$ cat src/rtl/fifo_wctl_if.sv
// fifo_wctl_if: write-side bus of the async FIFO write controller.
//   winc     : write request from the producer
//   wq2_rptr : Gray read pointer already synchronized into the write clock
//   waddr    : memory write address
//   wclken   : memory write enable
//   wptr     : registered Gray write pointer (to the read-side synchronizer)
//   wfull    : full flag
//   wafull   : almost-full flag
//   wlevel   : fill level, 0..DEPTH
//   wovf     : sticky overflow flag (only with FIFO_WOVF_EN)
// Modports: master = write controller, slave = producer / environment.
interface fifo_wctl_if #(
  parameter int ADDRSIZE = 4
);
  logic                winc;
  logic [ADDRSIZE:0]   wq2_rptr;
  logic [ADDRSIZE-1:0] waddr;
  logic                wclken;
  logic [ADDRSIZE:0]   wptr;
  logic                wfull;
  logic                wafull;
  logic [ADDRSIZE:0]   wlevel;
`ifdef FIFO_WOVF_EN
  logic                wovf;

  modport master (input  winc, wq2_rptr,
                  output waddr, wclken, wptr, wfull, wafull, wlevel, wovf);
  modport slave  (output winc, wq2_rptr,
                  input  waddr, wclken, wptr, wfull, wafull, wlevel, wovf);
`else
  modport master (input  winc, wq2_rptr,
                  output waddr, wclken, wptr, wfull, wafull, wlevel);
  modport slave  (output winc, wq2_rptr,
                  input  waddr, wclken, wptr, wfull, wafull, wlevel);
`endif
endinterface

$ cat src/rtl/fifo_wctl.sv
// fifo_wctl: write-side control of the asynchronous FIFO.
// Owns the binary/Gray write pointer, gates writes into the dual-port memory
// and derives full / almost-full / level from the synchronized read pointer.
// Ports:
//   wclk : write clock (only clock)
//   wrst : synchronous active-high reset
//   bus  : fifo_wctl_if.master (winc, wq2_rptr in; waddr, wclken, wptr,
//          wfull, wafull, wlevel, [wovf] out)
// Parameters: ADDRSIZE (DEPTH = 2**ADDRSIZE), AFULL_THRESH (1..DEPTH).
// Optional feature macro: FIFO_WOVF_EN adds the sticky overflow flag wovf.
module fifo_wctl #(
  parameter int ADDRSIZE     = 4,
  parameter int AFULL_THRESH = 12
) (
  input  logic       wclk,
  input  logic       wrst,
  fifo_wctl_if.master bus
);
  localparam logic [ADDRSIZE:0] AFULL_T = AFULL_THRESH[ADDRSIZE:0];

  logic [ADDRSIZE:0] wbin_q, wbin_d;
  logic [ADDRSIZE:0] wptr_q, wptr_d;
  logic [ADDRSIZE:0] wlevel_q, wlevel_d;
  logic              wfull_q, wfull_d;
  logic              wafull_q, wafull_d;
  logic [ADDRSIZE:0] rbin;
  logic              wclken;

  // Enable depends only on winc and the registered full flag; the
  // synchronized read pointer never reaches the memory write enable.
  assign wclken = bus.winc & ~wfull_q & ~wrst;

  // Gray -> binary: bit i is the XOR of all Gray bits at or above i.
  always_comb begin
    rbin = '0;
    for (int i = 0; i <= ADDRSIZE; i++) rbin[i] = ^(bus.wq2_rptr >> i);
  end

  always_comb begin
    wbin_d   = wbin_q + {{ADDRSIZE{1'b0}}, wclken};
    wptr_d   = (wbin_d >> 1) ^ wbin_d;
    // Full when the next Gray pointer equals the read pointer with its two
    // MSBs inverted (one full lap ahead).
    wfull_d  = (wptr_d == {~bus.wq2_rptr[ADDRSIZE:ADDRSIZE-1],
                            bus.wq2_rptr[ADDRSIZE-2:0]});
    // Modulo subtraction; the lagging read pointer only over-reports.
    wlevel_d = wbin_d - rbin;
    wafull_d = (wlevel_d >= AFULL_T);
  end

  always_ff @(posedge wclk) begin
    if (wrst) begin
      wbin_q   <= '0;
      wptr_q   <= '0;
      wfull_q  <= 1'b0;
      wafull_q <= 1'b0;
      wlevel_q <= '0;
    end else begin
      wbin_q   <= wbin_d;
      wptr_q   <= wptr_d;
      wfull_q  <= wfull_d;
      wafull_q <= wafull_d;
      wlevel_q <= wlevel_d;
    end
  end

`ifdef FIFO_WOVF_EN
  logic wovf_q;
  // Sticky: any request that arrives while full is recorded until reset.
  always_ff @(posedge wclk) begin
    if (wrst)                        wovf_q <= 1'b0;
    else if (bus.winc && wfull_q)    wovf_q <= 1'b1;
  end
  assign bus.wovf = wovf_q;
`endif

  assign bus.waddr  = wbin_q[ADDRSIZE-1:0];
  assign bus.wclken = wclken;
  assign bus.wptr   = wptr_q;
  assign bus.wfull  = wfull_q;
  assign bus.wafull = wafull_q;
  assign bus.wlevel = wlevel_q;
endmodule

$ cat src/flat_wrapper.sv
// flat-port wrapper written by rule: the top's interface ports become plain ports
module fifo_wctl_flat 
#(
  parameter int ADDRSIZE     = 4,
  parameter int AFULL_THRESH = 12
)
  (wclk, wrst, bus_winc, bus_wq2_rptr, bus_waddr, bus_wclken, bus_wptr, bus_wfull, bus_wafull, bus_wlevel);
  fifo_wctl_if #(.ADDRSIZE(ADDRSIZE)) bus_i ();
  input  logic wclk;
  input  logic wrst;
  input wire logic [$bits(bus_i.winc)-1:0] bus_winc;
  input wire logic [$bits(bus_i.wq2_rptr)-1:0] bus_wq2_rptr;
  output wire logic [$bits(bus_i.waddr)-1:0] bus_waddr;
  output wire logic [$bits(bus_i.wclken)-1:0] bus_wclken;
  output wire logic [$bits(bus_i.wptr)-1:0] bus_wptr;
  output wire logic [$bits(bus_i.wfull)-1:0] bus_wfull;
  output wire logic [$bits(bus_i.wafull)-1:0] bus_wafull;
  output wire logic [$bits(bus_i.wlevel)-1:0] bus_wlevel;
  assign bus_i.winc = bus_winc;
  assign bus_i.wq2_rptr = bus_wq2_rptr;
  assign bus_waddr = bus_i.waddr;
  assign bus_wclken = bus_i.wclken;
  assign bus_wptr = bus_i.wptr;
  assign bus_wfull = bus_i.wfull;
  assign bus_wafull = bus_i.wafull;
  assign bus_wlevel = bus_i.wlevel;
  fifo_wctl #(.ADDRSIZE(ADDRSIZE), .AFULL_THRESH(AFULL_THRESH)) u_core (.wclk(wclk), .wrst(wrst), .bus(bus_i));
endmodule
$ cat config.mk
export PLATFORM = sky130hd
export DESIGN_NAME = fifo_wctl_flat
export DESIGN_NICKNAME = d
export VERILOG_FILES = /design/src/rtl/fifo_wctl_if.sv /design/src/rtl/fifo_wctl.sv /design/src/flat_wrapper.sv
export SDC_FILE = /design/constraint.sdc
export NUM_CORES = 1
export LEC_CHECK = 0
export CORE_ASPECT_RATIO = 1.25
export CORE_MARGIN = 3
export CORE_UTILIZATION = 41
export CTS_CLUSTER_DIAMETER = 40
export DETAILED_ROUTE_END_ITERATION = 16
export GPL_ROUTABILITY_DRIVEN = 0
export PLACE_DENSITY_LB_ADDON = 0.1
export SYNTH_ARGS = -nofsm -noshare
export SYNTH_HDL_FRONTEND = slang
export SYNTH_SLANG_ARGS = --single-unit
$ cat constraint.sdc
create_clock -name wclk -period 2.5 [get_ports wclk]
set_input_delay 0.5 -clock wclk [delete_from_list [all_inputs] [get_ports wclk]]
set_output_delay 0.5 -clock wclk [all_outputs]
set_load 0.05 [all_outputs]
### Layout detail, run 1

Region (25, 33) to (45, 53) um. Cells in grey, sequential cells in the stronger grey; small squares are vias.
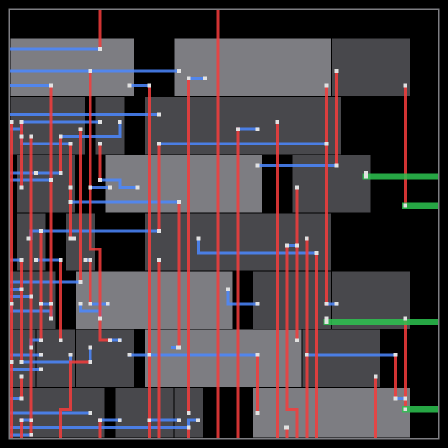
colour	layer
red	met2
blue	met1
green	met3
cells with their middle in the window	24
netlist names of flops here include	u_core.bus.wlevel (3), u_core.bus.wptr (2)
sequential cells in the window	6
most frequent	dfxtp_1 (6), clkdlybuf4s50_1 (5)

### The metal 2 layer, run 1

(6 px per um)
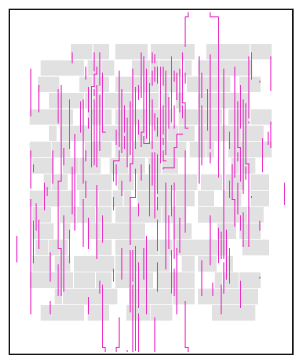
wire length on this layer	1170 um
longest straight run	31.6 um
global routing usage on met2: 31.1%
post-detailed-routing wire length: 2.08 mm
routed via count: 758

### Clock nets, run 1

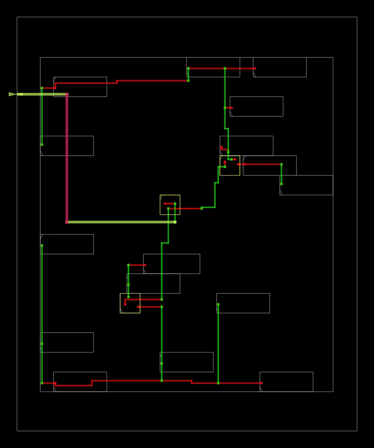
final-layout clock buffer total: 3
Skew-Pair Late Insertion Delay: 0.28 ns
number of clock sinks seen by CTS: 16
Layout Skew: 0.00227 ns
power attributed to the clock group: 0.000132 W

### Signal wires by layer, run 1

(10 px per um) Two of the layers only.
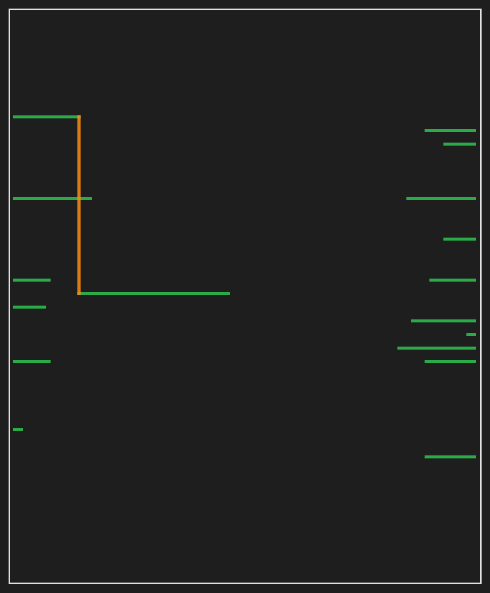
colour	layer	wire length
green	met3	85.6 um
orange	met4	17.7 um
overall global routing resource usage: 17.4%
wire per inst: 13.6 um

==> impl_metrics.xml, run 1 <==
<?xml version="1.0" encoding="UTF-8"?>
<metrics>
  <group name="synthesis">
    <metric name="synth.net_count" unit="">102</metric>
    <metric name="ys_ff" unit="">16</metric>
    <metric name="area_share_top_type" unit="%">37.2</metric>
    <metric name="compound_area_share" unit="%">6.39</metric>
    <metric name="synth.logic.top_family" unit="">XOR/XNOR gates</metric>
    <metric name="edf_count" unit="">0</metric>
    <metric name="synth-xor-area-share" unit="%">22.5</metric>
    <metric name="synth_stat.cells" unit="">88</metric>
    <metric name="yosysTopAreaCell" unit="">dfxtp_1</metric>
  </group>
  <group name="final_timing">
    <metric name="finalWorstSetupSlack" unit="ns">0.0810</metric>
    <metric name="rsz0062_at_grt" unit="">false</metric>
    <metric name="slew_headroom" unit="%">65.6</metric>
    <metric name="fin_tns_setup" unit="ns">0</metric>
    <metric name="finalMaxSlewViolations" unit="">0</metric>
    <metric name="setup_viol" unit="">0</metric>
  </group>
  <group name="final_layout">
    <metric name="logic_area" unit="sq um">659</metric>
    <metric name="dominant-cell-class" unit="">multi-input combinational cells</metric>
    <metric name="layout_top_cells_excl_fill_tap" unit="">21 x buf_4, 18 x clkdlybuf4s50_1, 15 x dfxtp_1</metric>
    <metric name="layout_top_cell_excl_fill_tap" unit="">buf_4</metric>
    <metric name="utilization_after_layout" unit="%">77.9</metric>
    <metric name="num-multi-input-gates" unit="">64</metric>
    <metric name="seq-cell-share" unit="%">22.1</metric>
    <metric name="combAreaFraction" unit="%">45.2</metric>
    <metric name="final-nonclk-buf-share" unit="%">28.0</metric>
  </group>
  <group name="clock_network">
    <metric name="post-cts-setup-buffers" unit="">1</metric>
    <metric name="cts_tree" unit="">built</metric>
    <metric name="postcts_resize_cnt" unit="">10</metric>
    <metric name="max-clock-path-buffers" unit="">2</metric>
    <metric name="htree_levels" unit="">1</metric>
  </group>
  <group name="outcome">
    <metric name="status" unit="">finished clean</metric>
  </group>
  <group name="floorplanning">
    <metric name="floorplan.initialDensity" unit="%">46.1</metric>
    <metric name="die_height" unit="um">57.3</metric>
    <metric name="chipWidth" unit="um">47.0</metric>
  </group>
  <group name="placed_design">
    <metric name="detailed_place.area" unit="sq um">1400</metric>
    <metric name="count_of_buffers_from_port_buffering" unit="">24</metric>
    <metric name="detailed_place_hpwl" unit="mm">1.66</metric>
  </group>
  <group name="worst_hold_path">
    <metric name="timing.hold.worst.class" unit="">reg2reg</metric>
  </group>
  <group name="worst_setup_path">
    <metric name="timing.critical_path.cells" unit="">clkdlybuf4s15_2, nor3b_4, ha_4, nand3_4, xor2_4, inv_2, ha_4, nor3b_2, a211oi_2, o21ai_1, a311oi_2, o31ai_1</metric>
    <metric name="critical_path_top_delay_cell" unit="">ha_4</metric>
    <metric name="crit_path_max_fanout" unit="">6</metric>
    <metric name="rrSetupSlack" unit="ns">0.15</metric>
    <metric name="worst-endpoint-arrival" unit="ns">2.58</metric>
  </group>
  <group name="power">
    <metric name="fin_total_pwr" unit="W">0.000801</metric>
  </group>
  <group name="detailed_routing">
    <metric name="detailedRoute.firstPassIterationCount" unit="">3</metric>
    <metric name="ant_nets" unit="">0</metric>
    <metric name="drt_drc_violations_left" unit="">0</metric>
    <metric name="drt-initial-drc-count" unit="">8</metric>
  </group>
  <group name="grt">
    <metric name="grt_pass1_wl" unit="mm">3.33</metric>
    <metric name="maximum_number_of_pins_on_one_net_before_global_route_repair" unit="">17</metric>
  </group>
</metrics>
[run 1: power breakdown]
group	switching, W	total [W]	internal, W
Combinational	0.000210	0.000378	0.000169
Clock	0.0000758	0.000132	0.0000559
Sequential	0.00000946	0.000291	0.000281
Total	0.000295	0.000801	0.000506
[run 1: sequential cells by signal (all words and copies together), names as in the netlist]
signal	count
u_core.bus.wlevel	5
u_core.bus.wptr	5
u_core.wbin_q	4
u_core.bus.wafull	1
u_core.bus.wfull	1
[run 1: routing by layer]
| layer | vias to the layer above | share of wire, % | track usage, % |
|---|---|---|---|
| li1 | 388 | - | - |
| met1 | 352 | 39 | 19.1 |
| met2 | 16 | 56 | 31.1 |
| met3 | 2 | 4.1 | 4.10 |
| met4 | 0 | 0.82 | 5.93 |
| met5 | - | 0 | 0 |
==> run 1 -> run 2 <==
- CORE_ASPECT_RATIO: 1.25 -> unset
- CORE_UTILIZATION: 41 -> 54
- DONT_BUFFER_PORTS: unset -> 1
- SETUP_SLACK_MARGIN: unset -> 0.3
### Clock nets, run 2

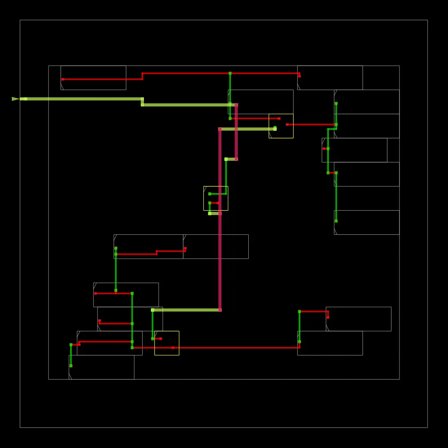
total clock buffers created by CTS: 3
Seq Cell Count: 16

### Layout detail, run 2

Region (24, 24) to (44, 44) um. Cells in grey, sequential cells in the stronger grey; small squares are vias.
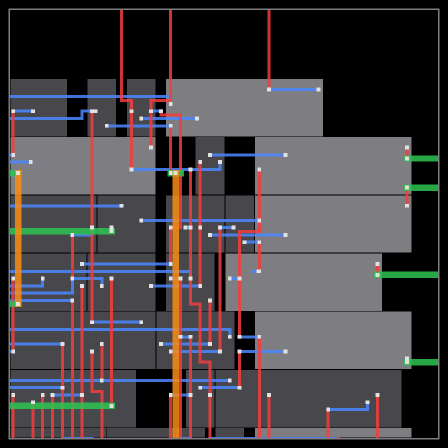
colour	layer
blue	met1
red	met2
orange	met4
green	met3
sequential cells in the window	6
most frequent	dfxtp_1 (6), nor2_1 (3), inv_1 (2)
netlist names of flops here include	u_core.bus.wlevel (4)
cells with their middle in the window	21

### Signal wires by layer, run 2

(12 px per um) Two of the layers only.
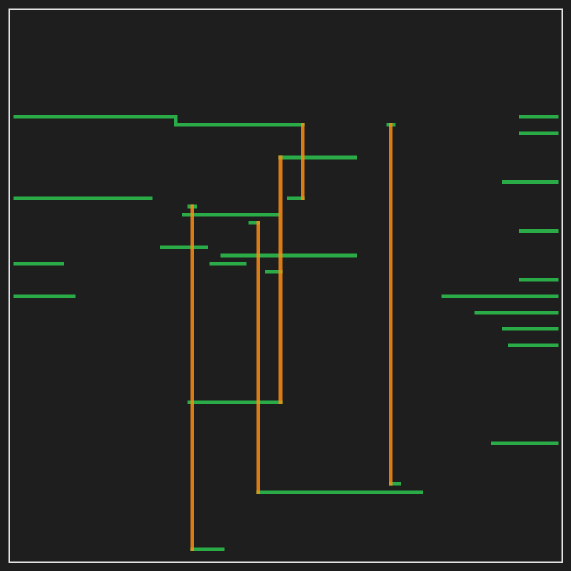
colour	layer	wire length
green	met3	150 um
orange	met4	107 um
overall global routing resource usage: 20.9%
wire per inst: 15.9 um
routed via count: 673
post-detailed-routing wire length: 1.82 mm

==> impl_metrics.xml, run 2 <==
<?xml version="1.0" encoding="UTF-8"?>
<metrics>
  <group name="outcome">
    <metric name="status" unit="">finished clean</metric>
  </group>
  <group name="grt">
    <metric name="gr-usage-met2" unit="%">33.8</metric>
    <metric name="grt_pass1_wl" unit="mm">3.04</metric>
    <metric name="use_met3" unit="%">6.72</metric>
    <metric name="maximum_number_of_pins_on_one_net_before_global_route_repair" unit="">18</metric>
    <metric name="grt_use_met1" unit="%">24.1</metric>
    <metric name="gr_busiest_metal" unit="">met2</metric>
  </group>
  <group name="detailed_routing">
    <metric name="highest-signal-layer" unit="">met4</metric>
    <metric name="drt-initial-drc-count" unit="">18</metric>
    <metric name="ant_nets" unit="">0</metric>
    <metric name="met3_length" unit="um">149</metric>
    <metric name="wl_met1" unit="um">716</metric>
  </group>
  <group name="synthesis">
    <metric name="ys_ff" unit="">16</metric>
    <metric name="area_share_top_type" unit="%">37.2</metric>
    <metric name="synth.logic.top_family" unit="">XOR/XNOR gates</metric>
    <metric name="edf_count" unit="">0</metric>
    <metric name="synth-xor-area-share" unit="%">22.5</metric>
    <metric name="synth_stat.cells" unit="">88</metric>
    <metric name="synth.net_count" unit="">102</metric>
  </group>
  <group name="final_timing">
    <metric name="skew" unit="ns">0.00240</metric>
    <metric name="slew_headroom" unit="%">63.5</metric>
    <metric name="rsz0062_at_grt" unit="">true</metric>
    <metric name="fin_tns_setup" unit="ns">0</metric>
    <metric name="finalWorstSetupSlack" unit="ns">0.0970</metric>
    <metric name="finalMaxSlewViolations" unit="">0</metric>
  </group>
  <group name="worst_setup_path">
    <metric name="timing.critical_path.buf_inv" unit="">1</metric>
    <metric name="worst-endpoint-arrival" unit="ns">2.57</metric>
    <metric name="critical_path_top_delay_cell" unit="">dfxtp_2</metric>
    <metric name="rrSetupSlack" unit="ns">0.1</metric>
    <metric name="crit_path_max_fanout" unit="">6</metric>
    <metric name="worst-r2r-cell-count" unit="">11</metric>
  </group>
  <group name="placed_design">
    <metric name="place_inst" unit="">110</metric>
    <metric name="count_of_buffers_from_port_buffering" unit="">0</metric>
    <metric name="detailed_place_hpwl" unit="mm">1.37</metric>
    <metric name="detailed_place.area" unit="sq um">1070</metric>
  </group>
  <group name="clock_network">
    <metric name="clkSinkCount" unit="">16</metric>
    <metric name="cts_tree" unit="">built</metric>
    <metric name="clkLatencyLatePin" unit="ns">0.28</metric>
    <metric name="max-clock-path-buffers" unit="">2</metric>
    <metric name="post-cts-setup-buffers" unit="">0</metric>
    <metric name="htree_levels" unit="">1</metric>
    <metric name="postcts_resize_cnt" unit="">3</metric>
  </group>
  <group name="final_layout">
    <metric name="layout_top_cell_excl_fill_tap" unit="">dfxtp_1</metric>
    <metric name="utilization_after_layout" unit="%">81.4</metric>
  </group>
  <group name="power">
    <metric name="fin_total_pwr" unit="W">0.000719</metric>
    <metric name="power.ir.vdd_worst" unit="mV">0.496</metric>
  </group>
  <group name="floorplanning">
    <metric name="die_height" unit="um">46.0</metric>
    <metric name="floorplan.initialDensity" unit="%">61.6</metric>
    <metric name="chipWidth" unit="um">46.0</metric>
  </group>
</metrics>
## run 2: cell types whose count changed in the layout (fill, tap and decap cells not counted), sizes merged
| cell | delta |
|---|---|
| buf | -11 |
| dlymetal6s2s | -1 |
| clkdlybuf4s50 | -18 |
| clkdlybuf4s15 | -1 |
| dlygate4sd2 | -3 |
## run 2: area by class of cell
class / count / area, sq um / share of cell area, %
multi-input cells: 64 / 671 / 58.9
flip-flops and latches: 16 / 322 / 28.2
repair buffers: 11 / 82.6 / 7.25
inverters: 6 / 22.5 / 1.98
well taps: 15 / 18.8 / 1.65
clock buffers: 3 / 22.5 / 1.98
## run 2: where the power goes
group	switching, W	total, W	internal, W
Sequential	0.0000959	0.000377	0.000282
Combinational	0.000105	0.000210	0.000105
Clock	0.0000761	0.000132	0.0000560
Power figures rest on the tool's default switching activity, not on a simulated workload.
